--- src/rtl/mux_arb_4to1_pkg.sv ---
// Shared lane constants and grant helper for the
// 4-lane merge arbiter and its downstream demux.
package mux_arb_4to1_pkg;

  localparam int NUM_LANES = 4;
  localparam int LANE_W    = 2;
  localparam int DEF_DEPTH = 4;
  localparam int DEF_WIDTH = 8;

  typedef logic [LANE_W-1:0] lane_t;

  typedef struct packed {
    logic  hit;
    lane_t lane;
  } grant_t;

  // Round-robin pick: first non-empty lane after last.
  // Walks offsets high to low so the nearest one wins;
  // offset NUM_LANES lands on last itself (lowest rank).
  function automatic grant_t rr_pick(
    input lane_t                 last,
    input logic [NUM_LANES-1:0] ne
  );
    grant_t g;
    lane_t  c;
    g.hit  = 1'b0;
    g.lane = last;
    for (int i = NUM_LANES; i >= 1; i--) begin
      c = last + lane_t'(i);
      if (ne[c]) begin
        g.hit  = 1'b1;
        g.lane = c;
      end
    end
    return g;
  endfunction

endpackage

--- src/rtl/mux_arb_4to1_fifo_lane.sv ---
// Per-lane synchronous FIFO, power-of-two depth,
// pointers wrap naturally at DEPTH.
module fifo_lane
  import mux_arb_4to1_pkg::*;
#(
  parameter int DEPTH = DEF_DEPTH,
  parameter int WIDTH = DEF_WIDTH
) (
  input  logic                   clk,
  input  logic                   reset,
  input  logic                   push,
  input  logic                   pop,
  input  logic [WIDTH-1:0]       din,
  output logic [WIDTH-1:0]       dout,
  output logic [$clog2(DEPTH):0] count,
  output logic                   full,
  output logic                   empty
);

  localparam int AW = $clog2(DEPTH);
  localparam int CW = AW + 1;

  logic [WIDTH-1:0] mem [DEPTH];
  logic [AW-1:0]    wr_ptr;
  logic [AW-1:0]    rd_ptr;
  logic             do_push;
  logic             do_pop;

  assign do_push = push & ~full;
  assign do_pop  = pop & ~empty;
  assign full    = (count == CW'(DEPTH));
  assign empty   = (count == '0);
  assign dout    = mem[rd_ptr];

  // Pointer and occupancy bookkeeping.
  always_ff @(posedge clk) begin
    if (reset) begin
      wr_ptr <= '0;
      rd_ptr <= '0;
      count  <= '0;
    end else begin
      if (do_push) wr_ptr <= wr_ptr + AW'(1);
      if (do_pop)  rd_ptr <= rd_ptr + AW'(1);
      case ({do_push, do_pop})
        2'b10:   count <= count + CW'(1);
        2'b01:   count <= count - CW'(1);
        default: count <= count;
      endcase
    end
  end

  // Storage; contents need no reset since count gates reads.
  always_ff @(posedge clk) begin
    if (do_push && !reset) mem[wr_ptr] <= din;
  end

endmodule

--- src/rtl/mux_arb_4to1.sv ---
// Four byte lanes merged round-robin into one
// registered output slice with valid/ready flow control.
module mux_arb_4to1
  import mux_arb_4to1_pkg::*;
#(
  parameter int DEPTH = DEF_DEPTH,
  parameter int WIDTH = DEF_WIDTH
) (
  input  logic             clk,
  input  logic             reset,
  input  logic [WIDTH-1:0] Entrada0,
  input  logic [WIDTH-1:0] Entrada1,
  input  logic [WIDTH-1:0] Entrada2,
  input  logic [WIDTH-1:0] Entrada3,
  input  logic             validEntrada0,
  input  logic             validEntrada1,
  input  logic             validEntrada2,
  input  logic             validEntrada3,
  output logic             full0,
  output logic             full1,
  output logic             full2,
  output logic             full3,
  output logic             overflow0,
  output logic             overflow1,
  output logic             overflow2,
  output logic             overflow3,
  output logic [WIDTH-1:0] Salida,
  output logic             validSalida,
  output logic [1:0]       laneSalida,
  input  logic             readySalida
);

  localparam int CW = $clog2(DEPTH) + 1;

  logic [WIDTH-1:0]     lane_din  [NUM_LANES];
  logic [WIDTH-1:0]     lane_dout [NUM_LANES];
  logic [CW-1:0]        lane_cnt  [NUM_LANES];
  logic [NUM_LANES-1:0] lane_valid;
  logic [NUM_LANES-1:0] lane_push;
  logic [NUM_LANES-1:0] lane_pop;
  logic [NUM_LANES-1:0] lane_full;
  logic [NUM_LANES-1:0] lane_empty;
  logic [NUM_LANES-1:0] lane_at_cap;
  logic [NUM_LANES-1:0] ovf_q;
  lane_t                last_grant;
  grant_t               gnt;
  logic                 load;

  assign lane_din[0] = Entrada0;
  assign lane_din[1] = Entrada1;
  assign lane_din[2] = Entrada2;
  assign lane_din[3] = Entrada3;

  assign lane_valid = {validEntrada3, validEntrada2,
                       validEntrada1, validEntrada0};

  assign lane_push = lane_valid & ~lane_full;

  for (genvar g = 0; g < NUM_LANES; g++) begin : g_lane
    fifo_lane #(
      .DEPTH (DEPTH),
      .WIDTH (WIDTH)
    ) u_fifo (
      .clk   (clk),
      .reset (reset),
      .push  (lane_push[g]),
      .pop   (lane_pop[g]),
      .din   (lane_din[g]),
      .dout  (lane_dout[g]),
      .count (lane_cnt[g]),
      .full  (lane_full[g]),
      .empty (lane_empty[g])
    );
    assign lane_at_cap[g] = (lane_cnt[g] == CW'(DEPTH));
  end

  assign full0 = lane_at_cap[0];
  assign full1 = lane_at_cap[1];
  assign full2 = lane_at_cap[2];
  assign full3 = lane_at_cap[3];

  assign overflow0 = ovf_q[0];
  assign overflow1 = ovf_q[1];
  assign overflow2 = ovf_q[2];
  assign overflow3 = ovf_q[3];

  assign load = ~validSalida | readySalida;
  assign gnt  = rr_pick(last_grant, ~lane_empty);

  // Pop the granted lane only when the slice takes a byte.
  always_comb begin
    lane_pop = '0;
    if (load && gnt.hit && !reset) lane_pop[gnt.lane] = 1'b1;
  end

  // Sticky overflow: a push against a full lane is lost.
  always_ff @(posedge clk) begin
    if (reset) ovf_q <= '0;
    else       ovf_q <= ovf_q | (lane_valid & lane_full);
  end

  // Output register slice plus round-robin pointer.
  always_ff @(posedge clk) begin
    if (reset) begin
      Salida      <= '0;
      validSalida <= 1'b0;
      laneSalida  <= '0;
      last_grant  <= lane_t'(NUM_LANES - 1);
    end else if (load) begin
      if (gnt.hit) begin
        Salida      <= lane_dout[gnt.lane];
        laneSalida  <= gnt.lane;
        validSalida <= 1'b1;
        last_grant  <= gnt.lane;
      end else begin
        validSalida <= 1'b0;
      end
    end
  end

endmodule

--- config.mk ---
export PLATFORM = sky130hd
export DESIGN_NAME = mux_arb_4to1
export DESIGN_NICKNAME = d
export VERILOG_FILES = /design/src/rtl/mux_arb_4to1_pkg.sv /design/src/rtl/mux_arb_4to1_fifo_lane.sv /design/src/rtl/mux_arb_4to1.sv
export SDC_FILE = /design/constraint.sdc
export NUM_CORES = 1
export LEC_CHECK = 0
export ABC_AREA = 1
export CAP_MARGIN = 20
export CORE_UTILIZATION = 45
export CTS_BUF_LIST = sky130_fd_sc_hd__clkbuf_8 sky130_fd_sc_hd__clkbuf_16
export DETAILED_ROUTE_END_ITERATION = 8
export HOLD_SLACK_MARGIN = 0.06
export SYNTH_ARGS = -nofsm -noshare
export SYNTH_HDL_FRONTEND = slang
export SYNTH_SLANG_ARGS = --single-unit
export TNS_END_PERCENT = 100
--- constraint.sdc ---
create_clock -name clk -period 3.93 [get_ports clk]
set_input_delay 0.786 -clock clk [delete_from_list [all_inputs] [get_ports clk]]
set_output_delay 0.786 -clock clk [all_outputs]
set_load 0.02 [all_outputs]
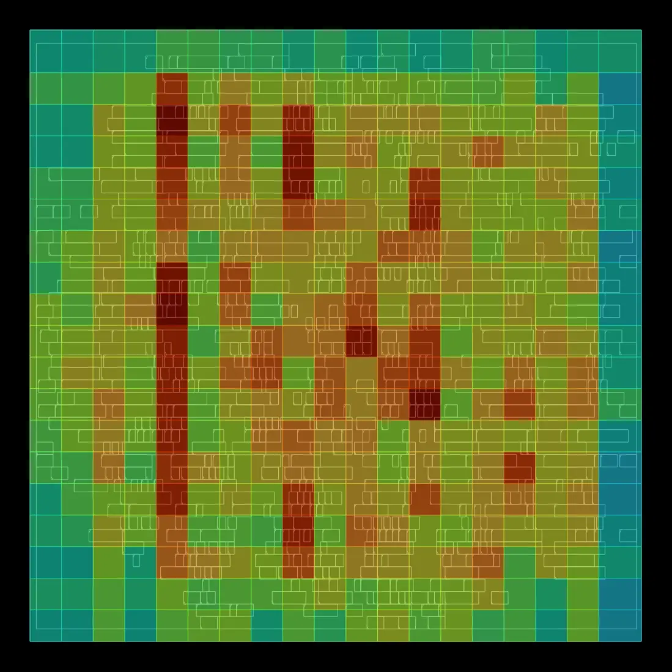
Figure 1: routing congestion map.
busiest grt layer: met2
GR Layer Usage met1: 24.5%
Total Routing Usage GR: 19.4%

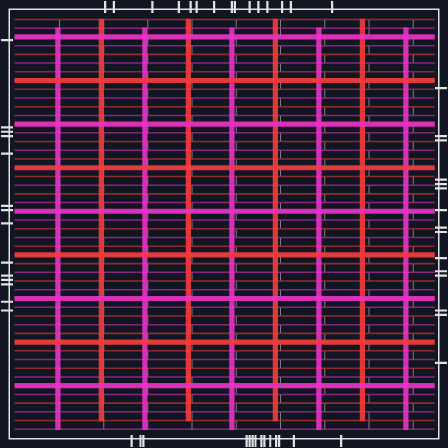
Figure 2: PDN straps and rails.
Pins as bars on the die edge. Tap cells in gray.
net	color
VDD	red
VSS	magenta
signal pins	58
met1 rails	48
tap cells	220
rows	47
met4 straps	9
DIE HEIGHT: 134 um
Max rail drop VDD: 0.377 mV

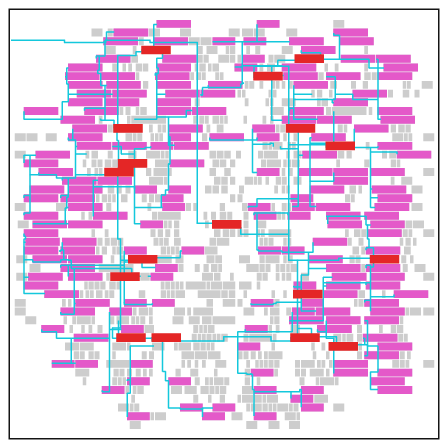
Figure 3: clock distribution.
[cells driving clock nets] red | count: 17
[clock wires] cyan | length: 1990 um
[flip-flops] magenta | count: 181
routed clock nets	18

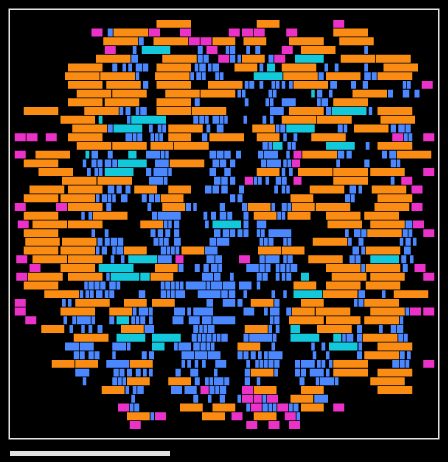
Figure 4: cells colored by class.
The bar under the picture is 50 um long.
class	color	cells	share of their area
clock drivers and dummy loads	cyan	32	6.8%
flip-flops	orange	181	55%
other buffers and delay cells	magenta	64	7.0%
all other logic	blue	516	31%

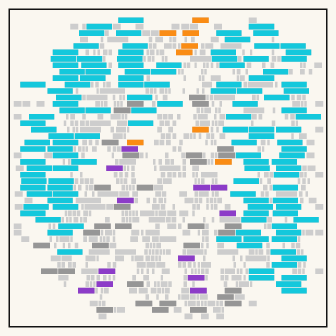
Figure 5: sequential cells colored by netlist name.
Other sequential cells in the stronger gray, the rest of the logic in the fainter gray.
signal	color	flops
g_lane.u_fifo.mem	cyan	128
Salida	orange	8
g_lane.u_fifo.count	purple	12
register area: 4900 um^2
utilization after layout: 54.8%
power consumed by sequential cells: 0.00245 W

==> flow_summary.ini <==
; implementation run metrics
[pwr]
p_comb_share_pct = 38.8
seq_power_share_pct = 35.8
p_sw_share_pct = 39.4
p_switching_w = 0.00270
cellPowerDensity_nw_per_um2 = 747
power_combinational_w = 0.00266
p_leak_nw = 3.36

[yosys]
ys_seq_share_pct = 63.0
cell_type_with_the_largest_total_area_after_synthesis = edfxtp_1
mappedNetlistArea_um2 = 7780
syn-instance-count = 718
nets_in_the_synthesized_netlist = 781
synth.avg_cell_area_um2 = 10.8
yosys_instances = 718
ys_ff = 181
topCellsByArea = edfxtp_1 49%, dfxtp_1 14%, o21ai_0 5.7%
top_area_share_pct = 49.4

[sta]
setup_tns_ns = 0
timing.final.setup_violations = 0
worst_hold_slack_ns = 0.451
final_hold_violating_endpoints = 0
rsz0062_at_grt = no
max_freq_mhz = 310
max_slew_margin_pct = 47.9
worst_slew_pin_slew_ns = 0.778
fin_crit_sh_pct = 82.0
final.min_clock_period_ns = 3.22

[die]
core_area_um2 = 16800
ioPinCount = 58
design.die.area_um2 = 17800
die_width_um = 134

[routing]
finalWirelength_mm = 16.5
detail_route.vias_per_cell = 5.23
drc = 0
post_drt_wl_per_cell_um = 16.3
detail_route.first_pass.iterations = 4
drt_first_iter_violations = 326

[global_routing]
maximum_number_of_pins_on_one_net_before_global_route_repair = 21
gr-total-overflow = 0

[setup_path]
critPathSlowestCell = dfxtp_1
cpPeakStageDelay_ns = 0.64
arrival_ns = 3.53
timing.critical_path.cells = nand2_1 -> nand2_4 -> inv_4 -> nand3_4 -> inv_4 -> nor2_8 -> nand3_2 -> nand2_4 -> nand2_1 -> nor2_4 -> ha_1 -> inv_1 -> fa_1 -> a21oi_1 -> o21ai_0 -> o21ai_0 -> a21oi_1
regToRegSetupSlack_ns = 0.71
worstSetupEndpoint = g_lane[3].u_fifo.count[2]
timing.critical_path.to_type = flip-flop
crit_family = simple AND/OR/NAND/NOR gates
worstPathBufferInverterCount = 3
worst_r2r_endpoint = g_lane[3].u_fifo.count[2]
regToRegStartpoint = last_grant[0]
critical_path_cell_count = 17
critPathMaxFanout = 16
path_class = reg2reg
rr_worst_depth = 17

[job]
tool_warnings = 38

[clocking]
h-tree-depth = 4
clock_tree.root_cell = clkbuf_16
cts_repair_resize_count = 0
post_cts_setup_buffer_count = 0
clock_path_buffers = 2
tritoncts = built
tritoncts.num_buffers = 17
clk_pin_slew_ns = 0.07
clock-sinks = 181

[placed_design]
numPlacedInstances = 981
hpwl_after_detailed_placement_mm = 11.9
routabilityCongestion = 0.854
io_buffers = 57

[final_layout]
ff_count = 181
multi_input_comb_area_um2 = 2480
nFillCells = 1431
clock_cell_area_share_pct = 6.60
syn_to_final_growth_pct = 17.9
area.share.sequential_pct = 53.4
antenna_cells_inserted = 0
n_multi_input_combinational_cell = 443
nNetsFinal = 843
nClkBuffers = 17
layout_top_cell_excl_fill_tap = edfxtp_1
drive_gt1_share_pct = 10.1

[min_path]
worstHoldPathCells = 2
worstHoldStart = ovf_q[0]
worstHoldPathType = reg2reg

[status]
outcome = completed
[cells by family (layout without fill, tap and decap cells)]
logic type	Yosys count	in the layout	share of synthesized area (%)
XOR/XNOR	4	4	0.450
adder cells (fa/ha/maj)	24	24	4.24
AND-OR/OR-AND	172	172	11.8
buffers and inverters	94	169	5.08
flip-flops	181	181	63.0
AND/OR/NAND/NOR	243	243	15.4
[state kept, by name, indices dropped and copies added (netlist names), named ones only]
name and flops:
laneSalida 2, validSalida 1, g_lane.u_fifo.count 12, ovf_q 4
Salida 8, last_grant 2, g_lane.u_fifo.rd_ptr 8, g_lane.u_fifo.mem 128
g_lane.u_fifo.wr_ptr 8
[synth_stat cells]
| master | instances |
|---|---|
| nand2_1 | 58 |
| o21ai_2 | 1 |
| buf_4 | 1 |
| o21ai_1 | 8 |
| nand3_1 | 27 |
| nand3_2 | 8 |
| buf_1 | 1 |
| inv_8 | 1 |
| xor2_1 | 4 |
| nand2_4 | 5 |
| o21ai_0 | 89 |
| inv_4 | 2 |
| a21oi_2 | 2 |
| ha_1 | 20 |
| nor2_1 | 108 |
| a21oi_1 | 38 |
| o22ai_1 | 32 |
| edfxtp_1 | 128 |
| nand2_2 | 6 |
| inv_1 | 66 |
| nor2_8 | 2 |
| nor2_2 | 6 |
| o211ai_1 | 2 |
| fa_1 | 4 |
| clkbuf_1 | 13 |
| nand4_1 | 16 |
| buf_6 | 3 |
| nor2_4 | 5 |
| buf_2 | 3 |
| inv_2 | 4 |
| nand3_4 | 2 |
| dfxtp_1 | 53 |
[metal layers]
metal  track usage, %  routed length, um
met1             24.5               7580
met4             7.26                283
met5                0                  0
met2             33.2               8100
met3             3.65                571
No activity file was given, so power comes from the tool's default toggle rates.
